==> config.mk <==
export PLATFORM = sky130hd
export DESIGN_NAME = vec_mem_sequencer
export DESIGN_NICKNAME = d
export VERILOG_FILES = /design/src/rtl/vec_mem_sequencer.sv
export SDC_FILE = /design/constraint.sdc
export NUM_CORES = 1
export LEC_CHECK = 0
export ABC_CLOCK_PERIOD_IN_PS = 4370
export CAP_MARGIN = 20
export CORE_MARGIN = 8
export CORE_UTILIZATION = 35
export CTS_BUF_LIST = sky130_fd_sc_hd__clkbuf_8
export DETAILED_ROUTE_END_ITERATION = 16
export GPL_TIMING_DRIVEN = 0
export REMOVE_ABC_BUFFERS = 1
export SETUP_SLACK_MARGIN = 0.3
export SLEW_MARGIN = 40
export SYNTH_ARGS = -nofsm -noshare
export SYNTH_HDL_FRONTEND = slang
export SYNTH_SLANG_ARGS = --single-unit
==> constraint.sdc <==
create_clock -name clk -period 4.37 [get_ports clk]
set_input_delay 0.437 -clock clk [delete_from_list [all_inputs] [get_ports clk]]
set_output_delay 0.437 -clock clk [all_outputs]
set_load 0.01 [all_outputs]
### Clock routing

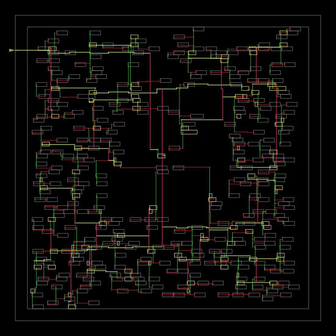
clk pwr: 2.69 mW
CLK BUF: 68
Worst Skew: 0.0118 ns
total CTS buffers: 52
Flops: 299

### Selected gate families

Bar = 50 µm.
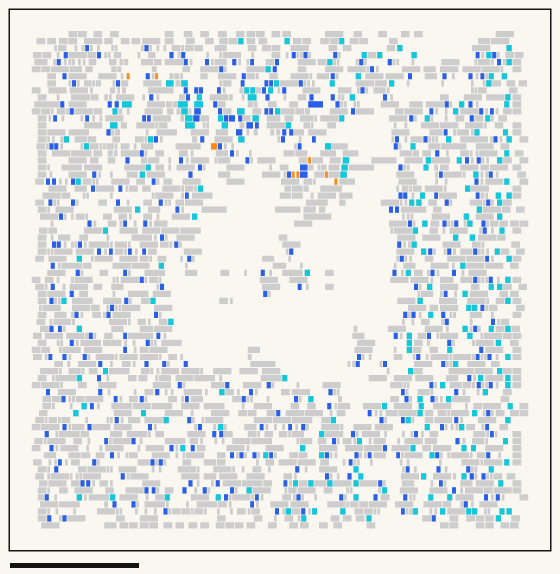
| family | colour | cells | most used |
|---|---|---|---|
| inv cells | orange | 8 | inv_1 |
| and/or cells | cyan | 197 | and2_1 |
| aoi and oai cells | blue | 331 | a21oi_1 |
fin cells: 2561
Top cell excl fill/tap: nand2_1

### Pin placement

Pins as bars across the die edge, other pins in grey.
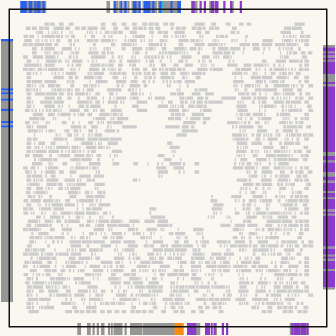
| port | colour | pins | direction | edge |
|---|---|---|---|---|
| done_o | cyan | 1 | output | top |
| vrf_wr_idx_o | orange | 5 | output | bottom |
| base_addr_i | blue | 32 | input | 25 top, 7 left |
| vrf_wr_data_o | purple | 128 | output | 95 right, 22 bottom, 11 top |
all pins by edge: 128 left, 119 right, 84 bottom, 75 top
IO buf count: 405
die height: 209 µm
DIE WIDTH: 209 µm

==> run summary <==
run results: outcome complete, no violations, Max Slew Vio Count 0, aoi share 13.1%, P_int 5.92 mW, xor+xnor area frac 0.871%, Synth top cell by count nand2_1, Latency at later pin 0.62 ns, Net Sw Frac 33.4%, clk buf depth 3, first-pass GRT wire length 70300 µm, sequential share of the synthesized area 45.8%, Slew HR 51.8%, mux frac, synth 5.75%, area leader, netlist dfxtp_1, # fillers 3643, Nets 2261, Hold Path Depth 2, slew at the pin closest to its max-slew limit 0.705 ns, core area 37200 µm², crit path launch type flop, Post-Route WL 45400 µm, RSZ-0062 raised after global routing true, CTS clk-pin slew, worst paths 0.06 ns, drt first pass iters 5, vias 12600, Largest type area fraction 45.8%, R2R depth 6, antenna-violating nets left 0, number of global-route vias before repair 12500, sequential cell fraction of total power 38.7%, largest net degree at the start of global routing 92, Psw 2.96 mW, CP Capture Type primary output, Leak 6.79 nW, FP Util 35.1%, asr flop ratio synth 0%, Main synth FF type dfxtp_1, Avg Inst Size Synth 7.76 µm², critical path required time 3.93 ns, CTS tree yes, YS chip area 13100 µm², full die area 43800 µm², Post-Syn Area 13100 µm², comb area leader simple AND/OR/NAND/NOR gates, final setup violation count 0, PwrDens 466 nW/µm², CTS Hold Bufs 0, Top Ports 406, H-tree Lvls 2, EDFF count, synth 0, Util after Layout 51.2%, reg-to-reg slack, setup 2.05 ns, clk sinks 299, drt drc 0, Synth Area in Simple Gates 29.2%, combinational share of power 31.1%, clk root buf clkbuf_8, tool warning count 33, Post-Synthesis Cells 1685, gpl congestion 0.807, Cell area leaders dfxtp_1, nand2_1, a21oi_1, Yosys reg bits 299, FMAX 257 MHz, P&R area growth vs syn 45.7%, First DRT Iteration DRCs 571, YS warnings 0, Adder Area Share 1.11%, global route overflow 0, most frequent cells after synthesis nand2_1, a21oi_1, dfxtp_1, and2_1, clkbuf_1, Hold Path Class in -> reg, final hold vios 0, minimum clock period 3.89 ns, period utilization 88.9%, critical path class reg -> out, Placed Cells 2462, mean routed wirelength per cell 17.7 µm, Yosys Instances 1685, share of cells above drive strength 1 8.21%, initial antenna violation count 13, worst ir drop on vdd 294 µV, vias per inst 4.92, all-layer global routing usage 20.0%, max cap viols 0, dpl hpwl 32600 µm, Clock power frac 30.3%, Crit Path Max Fanout 19, distinct cell type count after synthesis 43, crit path DAT 3.45 ns, std cell rows 71
power by group through the flow:
stage / clock network [mW] / logic [mW] / registers [mW]
final: 2.69 / 2.76 / 3.43
after global routing: 2.90 / 3.06 / 3.49
after CTS: 2.78 / 2.81 / 3.43
after detailed placement: 0 / 2.71 / 3.55
after global placement: 0 / 2.30 / 3.53
after floorplan: 0 / 1.56 / 3.47
per-stage QoR:
stage | setup TNS, ns | setup slack [ns] | total power, mW | hold slack [ns] | cell area [µm²]
after floorplan | -311.23 | -2.42 | 5.03 | 0.426 | 12600
after global placement | -2069.83 | -6.77 | 5.84 | 0.437 | 17200
after detailed placement | 0 | 0.248 | 6.26 | 0.442 | 17900
after CTS | 0 | 0.247 | 9.02 | 0.108 | 19000
after global routing | 0 | 0.279 | 9.45 | 0.140 | 19000
final | 0 | 0.483 | 8.88 | 0.172 | 19100
kinds of logic (layout without fill, tap and decap cells):
| logic type | Yosys count | after routing |
|---|---|---|
| adders and majority gates | 11 | 11 |
| muxes | 35 | 35 |
| DFF | 299 | 299 |
| AOI/OAI and AO/OA | 336 | 336 |
| and+or+nand+nor | 854 | 854 |
| other | 0 | 3 |
| xor gates and xnor gates | 13 | 13 |
| buffers and inverters | 137 | 536 |
layer usage:
metal | vias up | GRT usage [%] | part of all wire (%)
li1 | 6262 | - | -
met1 | 5794 | 24.2 | 43
met2 | 446 | 31.9 | 45
met3 | 81 | 8.98 | 10
met4 | 18 | 5.22 | 1.9
met5 | - | 0 | 0.24
layout make-up:
cell class              count  area, µm²  share of cell area, %
clock inverters            23        161                  0.847
well taps                 474        593                   3.11
repair buffers            437       4680                   24.6
flip-flops and latches    299       5990                   31.5
clock buffers              68        936                   4.91
diodes                      3       7.51                 0.0394
inverters                   8       33.8                  0.177
multi-input cells        1249       6650                   34.9
critical path, stage by stage (launching register included):
cell and delay [ns]:
dfxtp_4 0.36, buf_12 0.20, ha_1 0.22, a21oi_1 0.18, or4_4 0.57, or4_1 0.53
a21oi_1 0.16, clkdlybuf4s50_1 0.60
cell usage in the layout (no fill, tap or decap), types with 7 or more instances in the layout:
cell type	Yosys	routed
a21oi_1	311	311
and2_1	170	170
buf_16	0	12
buf_8	0	12
clkbuf_8	2	68
clkdlybuf4s50_1	0	400
dfxtp_1	299	297
ha_1	10	10
inv_1	7	18
mux4_2	32	32
nand2_1	598	598
nand3_1	14	10
nand4_1	7	7
nor2_1	19	18
nor3_1	7	7
o21ai_0	12	12
or3_1	8	8
xnor2_1	10	10
repair_timing:
| action | CTS | global route |
|---|---|---|
| buffers inserted | 5 | 0 |
| endpoints found under the hold margin | 0 | 0 |
| gates resized | 5 | 5 |
| pin swaps | 1 | 0 |
| setup endpoints to repair | 16 | 10 |
| gates cloned | 0 | 0 |
Power figures rest on the tool's default switching activity, not on a simulated workload.
